==> images/registers.png <==
Scale bar: 50 um. Other sequential cells in the stronger gray, the rest of the logic in the fainter gray.
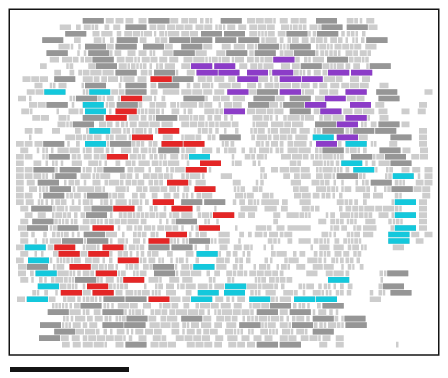
==> images/wire_density.png <==
Scale bar: 50 um. 36 x 29 tiles, from dark blue (low) to red (high), scaled to the fullest tile. Values are wire area over tile area, all layers added.
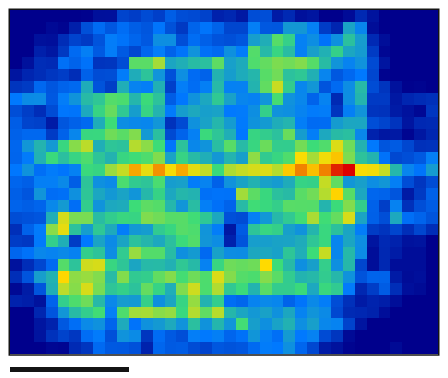
==> images/final_congestion.png <==
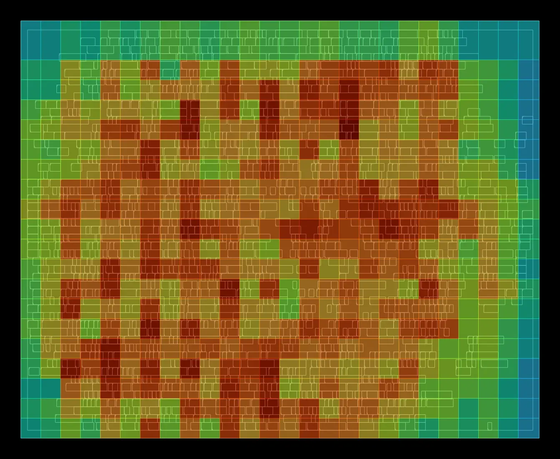
==> images/metal_stack.png <==
Scale bar: 50 um.
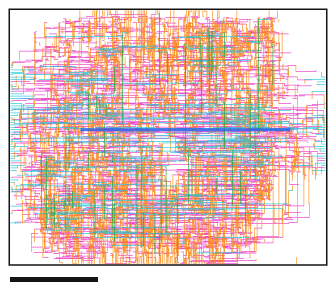
==> images/cell_classes.png <==
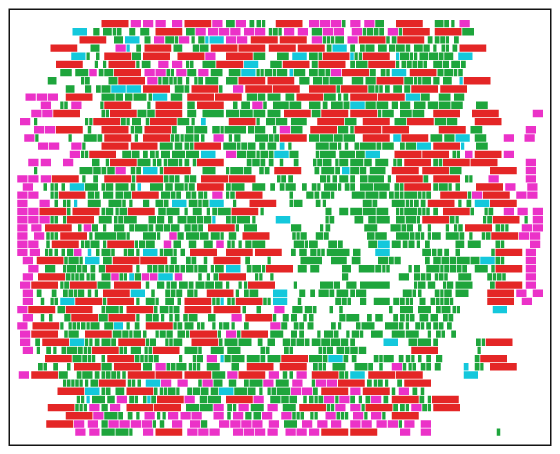
--- config.mk ---
export PLATFORM = sky130hd
export DESIGN_NAME = rd_frame_sched_flat
export DESIGN_NICKNAME = d
export VERILOG_FILES = /design/src/rtl/rd_frame_sched_if.sv /design/src/rtl/rd_frame_sched.sv /design/src/flat_wrapper.sv
export SDC_FILE = /design/constraint.sdc
export NUM_CORES = 1
export LEC_CHECK = 0
export CAP_MARGIN = 15
export CORE_ASPECT_RATIO = 0.8
export CORE_MARGIN = 2
export CORE_UTILIZATION = 55
export CTS_BUF_LIST = sky130_fd_sc_hd__clkbuf_8
export CTS_CLUSTER_SIZE = 16
export DETAILED_ROUTE_END_ITERATION = 10
export PLACE_DENSITY = 0.94
export SLEW_MARGIN = 20
export SYNTH_ARGS = -nofsm -noshare
export SYNTH_HDL_FRONTEND = slang
export SYNTH_SLANG_ARGS = --single-unit
--- constraint.sdc ---
create_clock -name clk -period 9.55 [get_ports clk]
set_input_delay 1.91 -clock clk [delete_from_list [all_inputs] [get_ports clk]]
set_output_delay 1.91 -clock clk [all_outputs]
set_load 0.01 [all_outputs]
--- src/rtl/rd_frame_sched_if.sv ---
// Command and return-beat bus between the frame scheduler and the read channel user port.
interface rd_frame_sched_if #(
  parameter int AXI_ADDR_WIDTH = 32
);
  logic                      user_rd_req;
  logic [AXI_ADDR_WIDTH-1:0] user_rd_addr;
  logic [12:0]               user_rd_length;
  logic                      user_rd_mode;
  logic [AXI_ADDR_WIDTH-1:0] user_base_addr;
  logic [AXI_ADDR_WIDTH-1:0] user_end_addr;
  logic                      user_rd_req_busy;
  logic                      user_rd_valid;
  logic                      user_rd_last;

  modport master (
    output user_rd_req, user_rd_addr, user_rd_length, user_rd_mode,
    output user_base_addr, user_end_addr,
    input  user_rd_req_busy, user_rd_valid, user_rd_last
  );

  modport slave (
    input  user_rd_req, user_rd_addr, user_rd_length, user_rd_mode,
    input  user_base_addr, user_end_addr,
    output user_rd_req_busy, user_rd_valid, user_rd_last
  );
endinterface

--- src/rtl/rd_frame_sched.sv ---
// Frame read scheduler: splits [base, end) into credit-limited bursts, retires them from
// the returned beat stream, checks burst lengths and reports frame completion.
module rd_frame_sched #(
  parameter int AXI_ADDR_WIDTH  = 32,
  parameter int USER_DATA_WIDTH = 16,
  parameter int MAX_OUTSTANDING = 2
) (
  input  logic                      clk,
  input  logic                      reset,
  input  logic                      ddr_init_done,
  input  logic                      start,
  input  logic                      stop,
  input  logic                      cfg_continuous,
  input  logic [AXI_ADDR_WIDTH-1:0] cfg_base_addr,
  input  logic [AXI_ADDR_WIDTH-1:0] cfg_end_addr,
  input  logic [12:0]               cfg_rd_length,
  rd_frame_sched_if.master          rd_if,
  output logic                      sched_busy,
  output logic                      frame_done,
  output logic [15:0]               frame_cnt,
  output logic                      len_err
);
  localparam int AW         = AXI_ADDR_WIDTH;
  localparam int BEAT_SHIFT = $clog2(USER_DATA_WIDTH / 8);
  localparam int PTR_W      = (MAX_OUTSTANDING > 1) ? $clog2(MAX_OUTSTANDING) : 1;
  localparam logic [2:0]       MAX_OS   = 3'(MAX_OUTSTANDING);
  localparam logic [PTR_W-1:0] PTR_LAST = PTR_W'(MAX_OUTSTANDING - 1);

  typedef enum logic [2:0] {
    ST_IDLE      = 3'd0,
    ST_WAIT_INIT = 3'd1,
    ST_ISSUE     = 3'd2,
    ST_HOLD      = 3'd3,
    ST_DRAIN     = 3'd4
  } state_t;

  state_t            state_r, state_nxt_s;
  logic              stop_pend_r, cont_r;
  logic [AW-1:0]     base_r, end_r, addr_r;
  logic [12:0]       len_cfg_r, length_r, beat_cnt_r;
  logic [AW:0]       cur_addr_r;
  logic [2:0]        outstanding_r;
  logic [12:0]       fifo_mem_r [MAX_OUTSTANDING];
  logic [PTR_W-1:0]  wr_ptr_r, rd_ptr_r;
  logic              req_r, sched_busy_r, frame_done_r, len_err_r;
  logic [15:0]       frame_cnt_r;

  logic [AW:0]       remain_s, len_ext_s;
  logic [12:0]       burst_len_s, burst_beats_s;
  logic              start_ok_s, rd_last_s, retire_s, stray_s, len_mismatch_s;
  logic              stop_now_s, drain_empty_s;
  logic              issue_s, accept_s, frame_end_s, restart_s;

  function automatic logic [PTR_W-1:0] ptr_inc(input logic [PTR_W-1:0] p);
    if (p == PTR_LAST) begin
      return '0;
    end else begin
      return p + PTR_W'(1);
    end
  endfunction

  // Burst sizing and beat-stream decode shared by the FSM and the retire logic.
  always_comb begin
    remain_s       = {1'b0, end_r} - cur_addr_r;
    len_ext_s      = {{(AW-12){1'b0}}, len_cfg_r};
    burst_len_s    = (remain_s < len_ext_s) ? remain_s[12:0] : len_cfg_r;
    burst_beats_s  = burst_len_s >> BEAT_SHIFT;
    start_ok_s     = start & ~stop & (cfg_base_addr < cfg_end_addr);
    rd_last_s      = rd_if.user_rd_valid & rd_if.user_rd_last;
    retire_s       = rd_last_s & (outstanding_r != 3'd0);
    stray_s        = rd_last_s & (outstanding_r == 3'd0);
    len_mismatch_s = retire_s & ((beat_cnt_r + 13'd1) != fifo_mem_r[rd_ptr_r]);
    stop_now_s     = stop_pend_r | stop;
    drain_empty_s  = (outstanding_r - {2'b00, retire_s}) == 3'd0;
  end

  // Next-state decode; stop is checked before issuing so a pending stop never adds a burst.
  always_comb begin
    state_nxt_s = state_r;
    issue_s     = 1'b0;
    accept_s    = 1'b0;
    frame_end_s = 1'b0;
    restart_s   = 1'b0;
    case (state_r)
      ST_IDLE: begin
        if (start_ok_s) begin
          accept_s    = 1'b1;
          state_nxt_s = ddr_init_done ? ST_ISSUE : ST_WAIT_INIT;
        end else begin
          state_nxt_s = ST_IDLE;
        end
      end
      ST_WAIT_INIT: begin
        if (stop) begin
          state_nxt_s = ST_IDLE;
        end else if (ddr_init_done) begin
          state_nxt_s = ST_ISSUE;
        end else begin
          state_nxt_s = ST_WAIT_INIT;
        end
      end
      ST_ISSUE: begin
        if (stop_now_s) begin
          state_nxt_s = ST_DRAIN;
        end else if (!rd_if.user_rd_req_busy && (outstanding_r < MAX_OS)) begin
          issue_s     = 1'b1;
          state_nxt_s = ST_HOLD;
        end else begin
          state_nxt_s = ST_ISSUE;
        end
      end
      ST_HOLD: begin
        if (stop_now_s || (cur_addr_r == {1'b0, end_r})) begin
          state_nxt_s = ST_DRAIN;
        end else begin
          state_nxt_s = ST_ISSUE;
        end
      end
      ST_DRAIN: begin
        if (!drain_empty_s) begin
          state_nxt_s = ST_DRAIN;
        end else if (stop_now_s) begin
          state_nxt_s = ST_IDLE;
        end else begin
          frame_end_s = 1'b1;
          if (cont_r) begin
            restart_s   = 1'b1;
            state_nxt_s = ST_ISSUE;
          end else begin
            state_nxt_s = ST_IDLE;
          end
        end
      end
      default: state_nxt_s = ST_IDLE;
    endcase
  end

  // State, latched configuration and window cursor.
  always_ff @(posedge clk or posedge reset) begin
    if (reset) begin
      state_r     <= ST_IDLE;
      stop_pend_r <= 1'b0;
      cont_r      <= 1'b0;
      base_r      <= '0;
      end_r       <= '0;
      len_cfg_r   <= 13'd0;
      cur_addr_r  <= '0;
    end else begin
      state_r <= state_nxt_s;
      if (accept_s || (state_nxt_s == ST_IDLE)) begin
        stop_pend_r <= 1'b0;
      end else if (stop && (state_r != ST_IDLE)) begin
        stop_pend_r <= 1'b1;
      end
      if (accept_s) begin
        cont_r     <= cfg_continuous;
        base_r     <= cfg_base_addr;
        end_r      <= cfg_end_addr;
        len_cfg_r  <= cfg_rd_length;
        cur_addr_r <= {1'b0, cfg_base_addr};
      end else if (restart_s) begin
        cur_addr_r <= {1'b0, base_r};
      end else if (issue_s) begin
        cur_addr_r <= cur_addr_r + {{(AW-12){1'b0}}, burst_len_s};
      end
    end
  end

  // Expected-beat FIFO, credit counter and beat counting of the returned stream.
  always_ff @(posedge clk or posedge reset) begin
    if (reset) begin
      for (int i = 0; i < MAX_OUTSTANDING; i++) begin
        fifo_mem_r[i] <= 13'd0;
      end
      wr_ptr_r      <= '0;
      rd_ptr_r      <= '0;
      outstanding_r <= 3'd0;
      beat_cnt_r    <= 13'd0;
    end else begin
      if (issue_s) begin
        fifo_mem_r[wr_ptr_r] <= burst_beats_s;
        wr_ptr_r             <= ptr_inc(wr_ptr_r);
      end
      if (retire_s) begin
        rd_ptr_r <= ptr_inc(rd_ptr_r);
      end
      case ({issue_s, retire_s})
        2'b10:   outstanding_r <= outstanding_r + 3'd1;
        2'b01:   outstanding_r <= outstanding_r - 3'd1;
        default: outstanding_r <= outstanding_r;
      endcase
      if (retire_s) begin
        beat_cnt_r <= 13'd0;
      end else if (rd_if.user_rd_valid && !rd_if.user_rd_last && (outstanding_r != 3'd0)) begin
        beat_cnt_r <= beat_cnt_r + 13'd1;
      end
    end
  end

  // Registered outputs.
  always_ff @(posedge clk or posedge reset) begin
    if (reset) begin
      req_r        <= 1'b0;
      addr_r       <= '0;
      length_r     <= 13'd0;
      sched_busy_r <= 1'b0;
      frame_done_r <= 1'b0;
      frame_cnt_r  <= 16'd0;
      len_err_r    <= 1'b0;
    end else begin
      req_r        <= issue_s;
      sched_busy_r <= (state_nxt_s != ST_IDLE);
      frame_done_r <= frame_end_s;
      if (issue_s) begin
        addr_r   <= cur_addr_r[AW-1:0];
        length_r <= burst_len_s;
      end
      if (frame_end_s) begin
        frame_cnt_r <= frame_cnt_r + 16'd1;
      end
      if (stray_s || len_mismatch_s) begin
        len_err_r <= 1'b1;
      end else if (accept_s) begin
        len_err_r <= 1'b0;
      end
    end
  end

  assign rd_if.user_rd_req    = req_r;
  assign rd_if.user_rd_addr   = addr_r;
  assign rd_if.user_rd_length = length_r;
  assign rd_if.user_rd_mode   = 1'b0;
  assign rd_if.user_base_addr = base_r;
  assign rd_if.user_end_addr  = end_r;
  assign sched_busy           = sched_busy_r;
  assign frame_done           = frame_done_r;
  assign frame_cnt            = frame_cnt_r;
  assign len_err              = len_err_r;
endmodule

--- src/flat_wrapper.sv ---
// flat-port wrapper written by rule: the top's interface ports become plain ports
module rd_frame_sched_flat 
#(
  parameter int AXI_ADDR_WIDTH  = 32,
  parameter int USER_DATA_WIDTH = 16,
  parameter int MAX_OUTSTANDING = 2
)
  (clk, reset, ddr_init_done, start, stop, cfg_continuous, cfg_base_addr, cfg_end_addr, cfg_rd_length, sched_busy, frame_done, frame_cnt, len_err, rd_if_user_rd_req, rd_if_user_rd_addr, rd_if_user_rd_length, rd_if_user_rd_mode, rd_if_user_base_addr, rd_if_user_end_addr, rd_if_user_rd_req_busy, rd_if_user_rd_valid, rd_if_user_rd_last);
  rd_frame_sched_if #(.AXI_ADDR_WIDTH(AXI_ADDR_WIDTH)) rd_if_i ();
  input  logic clk;
  input  logic reset;
  input  logic ddr_init_done;
  input  logic start;
  input  logic stop;
  input  logic cfg_continuous;
  input  logic [AXI_ADDR_WIDTH-1:0] cfg_base_addr;
  input  logic [AXI_ADDR_WIDTH-1:0] cfg_end_addr;
  input  logic [12:0] cfg_rd_length;
  output logic sched_busy;
  output logic frame_done;
  output logic [15:0] frame_cnt;
  output logic len_err;
  output wire logic [$bits(rd_if_i.user_rd_req)-1:0] rd_if_user_rd_req;
  output wire logic [$bits(rd_if_i.user_rd_addr)-1:0] rd_if_user_rd_addr;
  output wire logic [$bits(rd_if_i.user_rd_length)-1:0] rd_if_user_rd_length;
  output wire logic [$bits(rd_if_i.user_rd_mode)-1:0] rd_if_user_rd_mode;
  output wire logic [$bits(rd_if_i.user_base_addr)-1:0] rd_if_user_base_addr;
  output wire logic [$bits(rd_if_i.user_end_addr)-1:0] rd_if_user_end_addr;
  input wire logic [$bits(rd_if_i.user_rd_req_busy)-1:0] rd_if_user_rd_req_busy;
  input wire logic [$bits(rd_if_i.user_rd_valid)-1:0] rd_if_user_rd_valid;
  input wire logic [$bits(rd_if_i.user_rd_last)-1:0] rd_if_user_rd_last;
  assign rd_if_user_rd_req = rd_if_i.user_rd_req;
  assign rd_if_user_rd_addr = rd_if_i.user_rd_addr;
  assign rd_if_user_rd_length = rd_if_i.user_rd_length;
  assign rd_if_user_rd_mode = rd_if_i.user_rd_mode;
  assign rd_if_user_base_addr = rd_if_i.user_base_addr;
  assign rd_if_user_end_addr = rd_if_i.user_end_addr;
  assign rd_if_i.user_rd_req_busy = rd_if_user_rd_req_busy;
  assign rd_if_i.user_rd_valid = rd_if_user_rd_valid;
  assign rd_if_i.user_rd_last = rd_if_user_rd_last;
  rd_frame_sched #(.AXI_ADDR_WIDTH(AXI_ADDR_WIDTH), .USER_DATA_WIDTH(USER_DATA_WIDTH), .MAX_OUTSTANDING(MAX_OUTSTANDING)) u_core (.clk(clk), .reset(reset), .ddr_init_done(ddr_init_done), .start(start), .stop(stop), .cfg_continuous(cfg_continuous), .cfg_base_addr(cfg_base_addr), .cfg_end_addr(cfg_end_addr), .cfg_rd_length(cfg_rd_length), .rd_if(rd_if_i), .sched_busy(sched_busy), .frame_done(frame_done), .frame_cnt(frame_cnt), .len_err(len_err));
endmodule
==> results.toml <==
# synthesis and place-and-route metrics
[die]
io_pins = 216
die_y_um = 145

[hold_path]
whs_endpoint = "u_core.frame_cnt[15]$_DFFE_PP0P_"
worstHoldPathType = "flop to flop"

[clock_network]
cts.htree.levels = 2
numCtsBuffers = 39
cts_tree = "done"

[final_timing]
finalHoldViolations = 0
skew_ns = 0.0225
tns_ns = 0
relSlewSlack_pct = 26.7
slew_violations = 0

[worst_setup_path]
cp_num_buf_inv = 1
reg2reg_depth = 27
regToRegSetupSlack_ns = 1.88
cp.arrival_ns = 8.06
r2r_end = "u_core.cur_addr_r[32]$_DFFE_PP0P_"

[logic_synthesis]
ys_seq_share_pct = 40.9
syn-cell-area_um2 = 13600
ys.flops = 222
avgSynthCellArea_um2 = 9.04
yosysChipArea_um2 = 13600
synthCells = 1503
yosys-top-cells-count = "nand2_1 (266), dfrtp_1 (222), o21ai_0 (146)"

[global_routing]
grt_first_pass_wirelength_um = 67500
grt_max_degree = 92

[run_status]
status = "finished clean"

[placement]
dpl.hpwl_um = 33300
placed_cells = 1980

[drt]
vias_per_cell = 6.20

[job]
cap_viol_max_count = 0

[cells_and_area]
final_cells = 2050
About registers.png:
legend:
  u_core.fifo_mem_r:
    color: purple
    flops: 24
  u_core.cur_addr_r:
    color: red
    flops: 33
  u_core.rd_if.user_rd_addr:
    color: cyan
    flops: 32
Storage cell area: 5560 um^2
sequential cell area share: 33.3%

About wire_density.png:
tiles over half the peak: 15%
mean over tiles: 0.30
fullest tile: 1.0
densest ninth of the die: center
nearly empty tiles: 9.2%
routed via count: 12700
DR WL/cell: 21.5 um
GRT Util Overall: 33.2%

About final_congestion.png:
GR Layer Usage met1: 47.9%
global-route met2 utilization: 47.3%

About metal_stack.png:
legend:
  met2:
    color: orange
    wire_length: 18200 um
  met1:
    color: magenta
    wire_length: 18500 um
  met3:
    color: cyan
    wire_length: 5880 um
  met5:
    color: blue
    wire_length: 118 um
  met4:
    color: green
    wire_length: 1310 um
Routed WL: 44000 um

About cell_classes.png:
legend:
  all other logic:
    color: green
    cells: 1215
    share_of_their_area: 48%
  other buffers and delay cells:
    color: magenta
    cells: 225
    share_of_their_area: 14%
  flip-flops:
    color: red
    cells: 222
    share_of_their_area: 34%
  clock drivers and dummy loads:
    color: cyan
    cells: 68
    share_of_their_area: 4.5%
Design Area, Final: 16700 um^2
utilization after layout: 68.6%
FP Rows: 51
Core ar.: 24300 um^2

-- logic make-up after synthesis --
group,count (synthesis)
buffers and inverters,162
xor gates and xnor gates,80
AOI/OAI and AO/OA,382
DFF,222
and+or+nand+nor,491
other,1
adders and majority gates,95
muxes,70
-- state kept, by name, indices dropped and copies added (netlist names), 3 cells and up --
signal                       flops
u_core.fifo_mem_r               24
u_core.beat_cnt_r               13
u_core.len_cfg_r                13
u_core.rd_if.user_rd_length     13
u_core.rd_if.user_base_addr     32
u_core.frame_cnt                16
u_core.cur_addr_r               33
u_core.rd_if.user_end_addr      32
u_core.state_r                   3
u_core.rd_if.user_rd_addr       32
u_core.outstanding_r             3
-- final cells by class --
type,instances,share of cell area [%]
Inverter,96,2.20
Clock buffer,45,3.71
Timing Repair Buffer,225,13.3
Antenna cell,2,0.0300
Tap cell,318,2.38
Clock inverter,23,0.667
Multi-Input combinational cell,1119,44.4
Sequential cell,222,33.3
-- metrics by stage --
step	instance area, um^2	utilization, %	hold slack, ns	total power [mW]	setup WS, ns
2_1_floorplan	13600	-	0.452	3.97	1.56
3_3_place_gp	16000	65.6	0.455	5.17	2.22
3_5_place_dp	16000	65.6	0.459	5.24	1.99
4_1_cts	16700	68.6	0.469	6.11	1.95
5_1_grt	16700	68.6	0.496	6.61	1.19
6_report	16700	68.6	0.471	6.22	1.88
-- power breakdown --
group | leakage (nW) | switching (mW) | internal (mW)
Clock | 0.430 | 0.411 | 0.432
Sequential | 2.87 | 0.330 | 1.27
Combinational | 4.51 | 2.20 | 1.58
Total | 7.82 | 2.94 | 3.29
-- worst max path at each step --
stage                                                          from                                 to  depth (start not counted)
after CTS                          u_core.cur_addr_r[0]$_DFFE_PP0P_  u_core.cur_addr_r[32]$_DFFE_PP0P_                         28
after floorplan                                               reset   u_core.beat_cnt_r[0]$_DFFE_PP0P_                          1
after global placement             u_core.cur_addr_r[0]$_DFFE_PP0P_  u_core.cur_addr_r[32]$_DFFE_PP0P_                         28
final                     u_core.rd_if.user_end_addr[6]$_DFFE_PP0P_  u_core.cur_addr_r[32]$_DFFE_PP0P_                         27
after global routing      u_core.rd_if.user_end_addr[0]$_DFFE_PP0P_  u_core.cur_addr_r[32]$_DFFE_PP0P_                         30
after detailed placement           u_core.cur_addr_r[0]$_DFFE_PP0P_  u_core.cur_addr_r[32]$_DFFE_PP0P_                         28
-- routing by layer --
metal	vias up	GRT usage, %	routed length, um
met4	2	10.5	1310
met1	6065	47.9	18500
met2	827	47.3	18200
met3	128	10.2	5880
li1	5683	-	-
met5	-	3.43	117
-- placed cells by master (no fill, tap or decap), types with 9 or more instances in the layout --
cell type        Yosys  final
or3_1               11     11
o21a_1              10     10
nor2_1              74     74
a21oi_1             73     73
nand4_1             18     18
buf_4                2     11
clkdlybuf4s50_1      0    214
nand2_1            266    265
o21ai_0            146    146
nor3_1              19     19
mux2_2              41     41
nor2b_1             11     11
clkbuf_8             0     45
mux2i_1             21     21
nand3_1             32     32
xnor2_1             51     51
inv_1               95    109
dfrtp_1            222    222
o21ai_1              9      9
nand2b_1            10     10
xor2_1              29     29
a21o_1              26     26
o221ai_1            13     13
a22oi_1              9      9
ha_1                92     92
o211ai_1            17     17
and3_1              13     13
Power and IR drop assume default switching activity.
